==> images/layers.png <==
Drawn at 10 px/um. Two of the layers only.
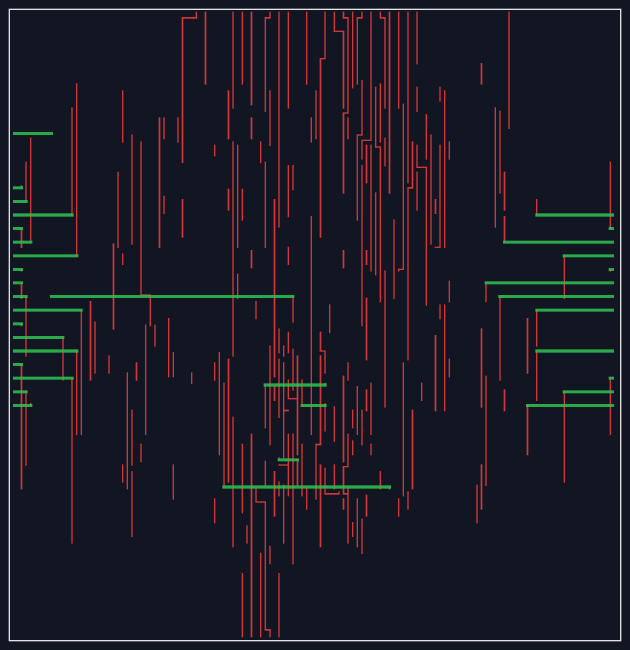
==> images/clock_wires.png <==
Drawn at 10 px/um.
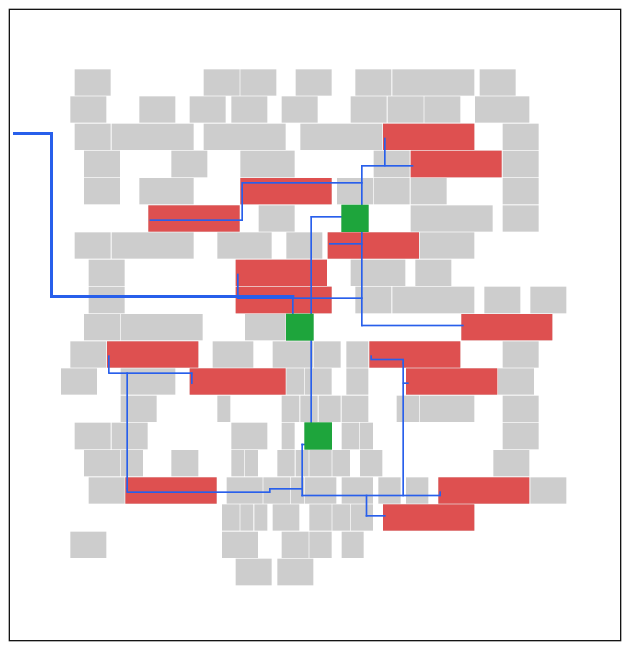
File: src/rtl/fifo_arb_pkg.sv
// Shared sizing and state types for the round-robin FIFO write arbiter.
package fifo_arb_pkg;

    localparam int unsigned NUM_REQ    = 4;
    localparam int unsigned DATA_W     = 8;
    localparam int unsigned FIFO_DEPTH = 8;
    localparam int unsigned CNT_W      = $clog2(FIFO_DEPTH) + 1;

    typedef enum logic {
        ARB  = 1'b0,
        LOCK = 1'b1
    } arb_state_t;

    typedef logic [$clog2(NUM_REQ)-1:0] req_idx_t;

endpackage

File: src/rtl/rr_pick.sv
// Combinational round-robin picker: first set req bit strictly after last_ptr, wrapping.
module rr_pick #(
    parameter int unsigned NUM_REQ = 4,
    parameter int unsigned IDX_W   = $clog2(NUM_REQ)
) (
    input  logic [NUM_REQ-1:0] req,
    input  logic [IDX_W-1:0]   last_ptr,
    output logic [NUM_REQ-1:0] gnt_oh,
    output logic [IDX_W-1:0]   gnt_idx,
    output logic               valid
);

    logic [NUM_REQ-1:0]   above_mask;
    logic [2*NUM_REQ-1:0] dbl_req;

    // Lower half holds requesters above last_ptr, upper half the full set, so the
    // lowest set bit of the concatenation is the wrapped round-robin winner.
    always_comb begin
        above_mask = '0;
        for (int unsigned i = 0; i < NUM_REQ; i++) begin
            above_mask[i] = (IDX_W'(i) > last_ptr);
        end
        dbl_req = {req, req & above_mask};

        valid   = 1'b0;
        gnt_idx = '0;
        for (int unsigned i = 0; i < 2 * NUM_REQ; i++) begin
            if (!valid && dbl_req[i]) begin
                valid   = 1'b1;
                gnt_idx = IDX_W'(i % NUM_REQ);
            end
        end

        gnt_oh = '0;
        if (valid) begin
            gnt_oh[gnt_idx] = 1'b1;
        end
    end

endmodule

File: src/rtl/fifo_rr_write_arbiter.sv
// Round-robin arbiter sharing one FIFO write port among NUM_REQ producers.
// Optional macro ARB_LOCK_EN adds a lock input for atomic multi-beat packets.
module fifo_rr_write_arbiter #(
    parameter int unsigned NUM_REQ    = fifo_arb_pkg::NUM_REQ,
    parameter int unsigned DATA_W     = fifo_arb_pkg::DATA_W,
    parameter int unsigned FIFO_DEPTH = fifo_arb_pkg::FIFO_DEPTH,
    parameter int unsigned CNT_W      = $clog2(FIFO_DEPTH) + 1
) (
    input  logic                      clk,
    input  logic                      reset_n,
    input  logic [NUM_REQ-1:0]        req,
    input  logic [NUM_REQ*DATA_W-1:0] req_data,
`ifdef ARB_LOCK_EN
    input  logic                      lock,
`endif
    output logic [NUM_REQ-1:0]        gnt,
    input  logic [CNT_W-1:0]          fifo_count,
    output logic                      fifo_w_en,
    output logic [DATA_W-1:0]         fifo_datain,
    output logic                      busy
);

    import fifo_arb_pkg::*;

    localparam int unsigned IDX_W = $clog2(NUM_REQ);

    arb_state_t           state_q, state_d;
    logic [IDX_W-1:0]     last_ptr_q, last_ptr_d;
    logic [NUM_REQ-1:0]   gnt_q, gnt_d;
    logic                 w_en_q, w_en_d;
    logic [DATA_W-1:0]    datain_q, datain_d;

    logic [NUM_REQ-1:0]   pick_oh;
    logic [IDX_W-1:0]     pick_idx;
    logic                 pick_valid;
    logic                 room;
    logic                 lock_in;
    logic                 keep_lock;

`ifdef ARB_LOCK_EN
    assign lock_in = lock;
`else
    assign lock_in = 1'b0;
`endif

    rr_pick #(
        .NUM_REQ (NUM_REQ),
        .IDX_W   (IDX_W)
    ) u_pick (
        .req      (req),
        .last_ptr (last_ptr_q),
        .gnt_oh   (pick_oh),
        .gnt_idx  (pick_idx),
        .valid    (pick_valid)
    );

    // A registered write not yet seen in fifo_count still occupies a slot.
    assign room = ({1'b0, fifo_count} + (CNT_W+1)'(w_en_q)) < (CNT_W+1)'(FIFO_DEPTH);

    assign keep_lock = (state_q == LOCK) && req[last_ptr_q] && lock_in;

    always_comb begin
        state_d    = state_q;
        last_ptr_d = last_ptr_q;
        gnt_d      = '0;
        w_en_d     = 1'b0;
        datain_d   = datain_q;

        if (keep_lock) begin
            // Locked owner keeps the port; a no-room stall does not release it.
            if (room) begin
                gnt_d       = '0;
                gnt_d[last_ptr_q] = 1'b1;
                w_en_d      = 1'b1;
                datain_d    = req_data[last_ptr_q*DATA_W +: DATA_W];
            end
        end else begin
            state_d = ARB;
            if (room && pick_valid) begin
                gnt_d      = pick_oh;
                w_en_d     = 1'b1;
                datain_d   = req_data[pick_idx*DATA_W +: DATA_W];
                last_ptr_d = pick_idx;
                if (lock_in) begin
                    state_d = LOCK;
                end
            end
        end
    end

    always_ff @(posedge clk or negedge reset_n) begin
        if (!reset_n) begin
            state_q    <= ARB;
            last_ptr_q <= IDX_W'(NUM_REQ - 1);
            gnt_q      <= '0;
            w_en_q     <= 1'b0;
            datain_q   <= '0;
        end else begin
            state_q    <= state_d;
            last_ptr_q <= last_ptr_d;
            gnt_q      <= gnt_d;
            w_en_q     <= w_en_d;
            datain_q   <= datain_d;
        end
    end

    assign gnt         = gnt_q;
    assign fifo_w_en   = w_en_q;
    assign fifo_datain = datain_q;
    assign busy        = (|req) | w_en_q;

endmodule
File: config.mk
export PLATFORM = sky130hd
export DESIGN_NAME = fifo_rr_write_arbiter
export DESIGN_NICKNAME = d
export VERILOG_FILES = /design/src/rtl/fifo_arb_pkg.sv /design/src/rtl/rr_pick.sv /design/src/rtl/fifo_rr_write_arbiter.sv
export SDC_FILE = /design/constraint.sdc
export NUM_CORES = 1
export LEC_CHECK = 0
export CORE_AREA = 5 5 56 58
export CTS_CLUSTER_DIAMETER = 80
export DETAILED_ROUTE_END_ITERATION = 10
export DIE_AREA = 0 0 61 63
export HOLD_SLACK_MARGIN = 0.05
export MAX_ROUTING_LAYER = met4
export PLACE_DENSITY_LB_ADDON = 0.15
export SYNTH_ARGS = -nofsm -noshare
export SYNTH_HDL_FRONTEND = slang
export SYNTH_HIERARCHICAL = 1
export SYNTH_SLANG_ARGS = --single-unit
File: constraint.sdc
create_clock -name clk -period 4.69 [get_ports clk]
set_clock_uncertainty 0.15 [all_clocks]
set_input_delay 0.938 -clock clk [delete_from_list [all_inputs] [get_ports clk]]
set_output_delay 0.938 -clock clk [all_outputs]
set_load 0.03 [all_outputs]
==> run summary <==
run metrics: Post-synth area hogs=dfrtp_1 (34%), mux4_2 (19%), mux2_4 (12%), final setup margin=1.194 ns, R2R depth=4, Dominant flop cell=dfrtp_1, chip area=about 3800 sq um, RSZ-0062 raised after global routing=false, DR vias/cell=approximately 5.1, Compound Share, Synth=9.598%, CTS Buffer Depth=2, Multi-In Gates=55, Final ANT Viol Nets=0, CP required=approximately 3.6 ns, vias=831, initial antenna violation count=0, Cell Type Count=28, Area after DPL=between 1500 and 2000 sq um, top-count cell post-synth=dfrtp_1, GRT overflow=0, setup tns final=0 ns, vias in the first global route=856, First-pass DRT Iterations=4, Hold Slack=0.3696 ns, CTS buffer count=3, nets@finish=174, Synth Seq Share=~40%, Critical Path AT=2.41 ns, Placement Setup Slack=1.140 ns, post-synthesis xor/xnor area fraction=0%, clock buffers=4, post-DP HPWL=between 1.5 and 2 mm, adder-cell area share of the yosys netlist=0%, Post-synth EDFFs=0, Register Area=377.9 sq um, Routed WL=2.549 mm, max FFs per register=8, CP cell instances=clkdlybuf4s50_1 > nor3_1 > nand2_1 > clkdlybuf4s50_1, status=completed, # clock sinks=15, area fraction in mux cells=between 30% and 40%, max_slew headroom=between 40% and 50%, Crit Path Class=in2out, die width=61 um, CP peak stage delay=0.66 ns, Non-Filler Instances=about 160, Yosys chip area=between 900 and 1000 sq um
## Picture notes: layers.png
color	layer	wire length
green	M3	177 um
red	M2	1340 um

## Picture notes: clock_wires.png
[blue] clock wires | length: 232 um
[green] clock-net drivers | count: 3
[red] flip-flops | count: 15
routed clock nets	4

report_power, final:
part	leakage, uW	switching, uW	internal (uW)	total [uW]
Clock	0.0000150	42.1	33.0	75.1
Sequential	0.000180	42.0	184	226
Combinational	0.000433	181	231	412
critical path: cells and delay by family:
kind | cells | cell delay, ns
buf+inv | 2 | 1.31
simple gates | 2 | 0.15
metal layers:
layer / part of all wire (%) / GRT usage (%) / vias up
met5: 0 / - / -
met4: 0.63 / 5.691 / 0
met3: 6.9 / 2.893 / 2
met2: 53 / 23.80 / 38
met1: 40 / 17.21 / 397
li1: - / - / 394
kinds of logic (layout without fill, tap and decap cells):
logic type / count (synthesis) / after routing
AOI/OAI and AO/OA: 14 / 14
and+or+nand+nor: 23 / 23
DFF: 15 / 15
muxes: 18 / 18
buffers and inverters: 6 / 61
Power and IR drop assume default switching activity.
